### config.mk
export PLATFORM = sky130hd
export DESIGN_NAME = dsp_add_lanes
export DESIGN_NICKNAME = d
export VERILOG_FILES = /design/src/rtl/dsp_add_lanes.sv
export SDC_FILE = /design/constraint.sdc
export NUM_CORES = 1
export LEC_CHECK = 0
export CORE_MARGIN = 1.5
export CORE_UTILIZATION = 39
export CTS_CLUSTER_SIZE = 14
export DETAILED_ROUTE_END_ITERATION = 6
export GPL_ROUTABILITY_DRIVEN = 0
export GPL_TIMING_DRIVEN = 0
export PLACE_DENSITY = 0.76
export SLEW_MARGIN = 20
export SYNTH_ARGS = -nofsm -noshare
export SYNTH_HDL_FRONTEND = slang
export SYNTH_SLANG_ARGS = --single-unit
### constraint.sdc
create_clock -name clock -period 1.8 [get_ports clock]
set_input_delay 0.18 -clock clock [delete_from_list [all_inputs] [get_ports clock]]
set_output_delay 0.18 -clock clock [all_outputs]
set_load 0.05 [all_outputs]
### src/rtl/dsp_add_lanes.sv
// dsp_add_lanes
//   Per-lane modular adder mapped onto a 48-bit DSP-style SIMD ALU, with a
//   registered output (one clock of latency, a new operand pair every cycle).
//
//   Lane packing: lane i sits at bits [i*width +: width] of a, b and y.
//   ALU mapping (48-bit datapath split into equal SIMD slots):
//     lanes=1 -> one 48-bit slot
//     lanes=2 -> two 24-bit slots
//     lanes=3 -> four 12-bit slots, the top slot unused (operands tied to 0)
//   Each lane is zero-extended into its slot. The slot adders cannot carry
//   into each other, so lanes wrap independently. Slot bits above width,
//   including each lane's carry-out, are dropped on the way to y.
//
// Parameters
//   width : bits per lane
//   lanes : number of lanes (1, 2 or 3)
// Ports
//   clock : rising-edge clock
//   reset : synchronous, active-low reset; clears y
//   a, b  : packed operands, lanes*width bits
//   y     : packed registered sums, lanes*width bits
module dsp_add_lanes #(
  parameter int width = 8,
  parameter int lanes = 1
) (
  input  logic                   clock,
  input  logic                   reset,
  input  logic [lanes*width-1:0] a,
  input  logic [lanes*width-1:0] b,
  output logic [lanes*width-1:0] y
);

  localparam int ALU_W  = 48;
  localparam int SLOT_W = (lanes == 1) ? 48 : (lanes == 2) ? 24 : 12;
  localparam int NSLOT  = ALU_W / SLOT_W;

  // Reject any (lanes, width) pair that does not fit its SIMD slot.
  localparam bit LEGAL = ((lanes == 1) && (width >= 1) && (width <= 48)) ||
                         ((lanes == 2) && (width >= 1) && (width <= 24)) ||
                         ((lanes == 3) && (width >= 1) && (width <= 12));

  generate
    if (!LEGAL) begin : g_bad_params
      $error("dsp_add_lanes: illegal lanes/width combination");
    end
  endgenerate

  logic [ALU_W-1:0]       w_alu_a;
  logic [ALU_W-1:0]       w_alu_b;
  logic [ALU_W-1:0]       w_alu_sum;
  logic [lanes*width-1:0] w_y;
  logic [lanes*width-1:0] r_y;

  // Zero-extend each lane into its slot. Slots with no lane (the fourth
  // slot when lanes=3) keep the all-zero default.
  always_comb begin
    w_alu_a = '0;
    w_alu_b = '0;
    for (int i = 0; i < lanes; i++) begin
      w_alu_a[i*SLOT_W +: width] = a[i*width +: width];
      w_alu_b[i*SLOT_W +: width] = b[i*width +: width];
    end
  end

  // SIMD slot adders: each sum is truncated to the slot width, so a slot's
  // carry-out is dropped rather than rippling into the next slot.
  generate
    for (genvar s = 0; s < NSLOT; s++) begin : g_slot
      assign w_alu_sum[s*SLOT_W +: SLOT_W] =
        w_alu_a[s*SLOT_W +: SLOT_W] + w_alu_b[s*SLOT_W +: SLOT_W];
    end
  endgenerate

  // Keep only the low width bits of each occupied slot.
  always_comb begin
    w_y = '0;
    for (int i = 0; i < lanes; i++) begin
      w_y[i*width +: width] = w_alu_sum[i*SLOT_W +: width];
    end
  end

  // Bits above each lane and the unused slot never reach y. This reduction
  // only marks them as intentionally dropped.
  logic w_unused_slot_bits;
  assign w_unused_slot_bits = ^w_alu_sum;

  // Output register. Reset takes precedence over the add on the same edge.
  always_ff @(posedge clock) begin
    if (!reset) r_y <= '0;
    else        r_y <= w_y;
  end

  assign y = r_y;

endmodule

### Routing congestion

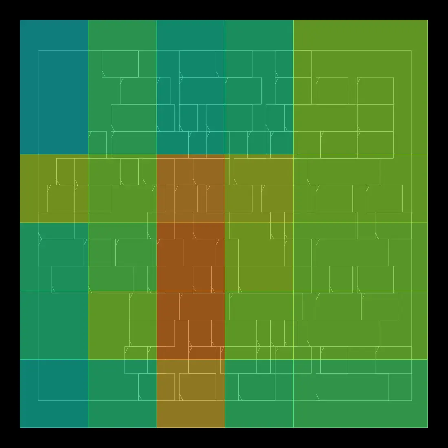
Final Core Density: 64.82%
met2 Use GR: 28.52%
grt met3 use: 3.261%

### Cells coloured by class

The bar under the picture is 10 um long.
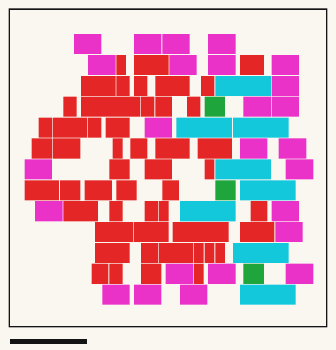
flip-flops: shown in cyan, cells 8, share of their area 19%. all other logic: shown in red, cells 50, share of their area 49%. cells driving clock nets: shown in green, cells 3, share of their area 2.7%. other buffers and delay cells: shown in magenta, cells 25, share of their area 30%.

==> summary.txt <==
Figures from the flow reports.

Outcome:
- The flow ran to the end, and the final reports show no timing, DRC or antenna violations.

Global routing:
- The run puts the initial antenna violation count at 0.
- Per the GRT congestion report, total overflow comes to 0.

Synthesis:
- After synthesis, the share of flip-flops with an asynchronous set or reset is 0%.
- The run puts the flip-flop and latch count after synthesis at 8.
- The run puts the number of nets at floorplan at 84.
- The run gives the sequential-to-total area share from yosys stat as 28.19%.
- The synthesized netlist contains 31 unique library cells.
- For reference, the top cells by area after synthesis are sky130_fd_sc_hd__dfxtp_1 28%, sky130_fd_sc_hd__ha_1 15%, sky130_fd_sc_hd__nor3b_2 4.4%, sky130_fd_sc_hd__o31ai_4 3.7%, sky130_fd_sc_hd__fa_1 3.5%.
- The run puts the area share of the largest cell type after synthesis at 28.19%.
- The run puts the post-synthesis instance area at 568.0 sq um.
- The run puts the Yosys warning count at 0.

Worst setup path:
- Traced cell by cell, the critical path runs through clkdlybuf4s50_1, ha_1, inv_1, fa_1, nor2b_4, o21a_1, nor3_1, nor3_2.
- The run puts the largest stage delay on the critical path at 0.46 ns.
- The run gives the maximum fanout along the worst path as 3.
- At the worst endpoint, the required time is 1.97 ns.
- The run gives the category of the worst setup path capture point as a register.
- The run gives the classification of the worst setup path as input port to register.

Final timing:
- For this run, the final setup violation count is recorded as 0.
- The final max-slew violation count recorded for this run is 0.
- The run gives the achievable frequency as 583.5 MHz.

Die:
- For this configuration, the core starts out at a cell density of 42.59%.
- Per the OpenROAD floorplan log, the area of the die is 1695 sq um.
- The report lists the number of standard-cell rows as 13.
- The core region is 1334 sq um.
- The run puts the I/O pin count at 26.

Layout:
- The run gives the number of diodes added for antenna fixing as 0.
- The run puts the area added between synthesis and finish at 52.20%.
- By instance count after routing, the leading logic cell type is sky130_fd_sc_hd__clkdlybuf4s50_1.
- The run puts the flip-flop count of the largest register, all copies and words added at 8.

Detailed routing:
- The run puts the post-detailed-route DRC marker count at 0.
- The run gives the average wire length per cell after detail routing as 12.39 um.
- The run puts the wire length after detailed routing at 1.251 mm.
- The run puts the overall via count from detail_route at 542.

Min path:
- The run puts the number of cells on the worst hold path at 3.
- The startpoint identified for the worst hold timing path is reset.
- The run gives the endpoint of the worst hold path as y[3]$_SDFF_PN0_.

Clock network:
- The run puts the H-tree depth reported by CTS at 1.
- The run gives the clock net sink count as 8.
- The run puts the CTS buffer count at 3.
- Per the post-CTS timing run, clock transition at the registers of the reported paths is 0.05 ns.

Placement:
- The run puts the total of buffers placed on input and output ports at 25.
- The run gives the post-detailed-placement cell area as 837.1 sq um.
## kinds of logic after synthesis
kind of cell,share of synthesized area [%]
AND-OR/OR-AND,26.65
AND/OR/NAND/NOR,20.71
adder cells (fa/ha/maj),18.94
flip-flops,28.19
buffers and inverters,3.964
XOR/XNOR,1.542
## worst max-delay path, delay by kind of cell
kind	cells	cell delay (ns)
AND/OR/NAND/NOR	3	0.40
AND-OR/OR-AND	1	0.14
adder cells (fa/ha/maj)	2	0.63
buffers and inverters	2	0.53
## cell usage after synthesis, types with 2 or more instances
cell,n
sky130_fd_sc_hd__nor3b_2,2
sky130_fd_sc_hd__dfxtp_1,8
sky130_fd_sc_hd__nor3_1,4
sky130_fd_sc_hd__ha_1,7
sky130_fd_sc_hd__o21a_1,2
sky130_fd_sc_hd__o21ai_0,2
sky130_fd_sc_hd__inv_2,2
sky130_fd_sc_hd__a21oi_1,3
sky130_fd_sc_hd__nor2_1,2
sky130_fd_sc_hd__nand3_1,2
sky130_fd_sc_hd__inv_1,4
## worst max path at each step
stage                           end  slack, ns
floorplan           y[6]$_SDFF_PN0_       0.45
global placement    y[4]$_SDFF_PN0_      -0.20
detailed placement  y[4]$_SDFF_PN0_      -0.22
CTS                 y[4]$_SDFF_PN0_       0.02
global route        y[4]$_SDFF_PN0_      0.003
finish              y[4]$_SDFF_PN0_       0.09
## routing by layer
layer	up-vias	GRT usage, %	wire, um
met5	-	0	0
met4	0	7.258	0
met3	0	3.261	58
met2	14	28.52	613
met1	252	19.29	580
li1	276	-	-
## stage by stage
stage / utilization (%) / TNS (ns) / std cells / setup WS, ns
6_report: 64.82 / 0 / 101 / 0.08611
2_1_floorplan: - / 0 / 58 / 0.4472
3_3_place_gp: 62.76 / -0.3172 / 98 / -0.1969
4_1_cts: 64.45 / 0 / 101 / 0.02422
3_5_place_dp: 62.76 / -0.3624 / 98 / -0.2232
5_1_grt: 64.82 / 0 / 101 / 0.003311
## repair_timing
item,in CTS,in global routing
resized,0,1
endpoints found under the hold margin,0,0
setup endpoints to repair,0,1
## final cells by class
class | instances | area (sq um)
fillers | 115 | 469.2
multi-input cells | 44 | 390.4
repair buffers | 25 | 250.2
flip-flops and latches | 8 | 160.2
clock buffers | 3 | 22.52
inverters | 6 | 22.52
well taps | 15 | 18.77
## power breakdown
part,internal [W],switching [W],leakage (nW)
Clock,0.0000759,0.0000544,0.0138
Sequential,0.000198,0.00000526,0.0668
Combinational,0.000120,0.000158,0.278
Total,0.000394,0.000218,0.359
Power and IR drop assume default switching activity.
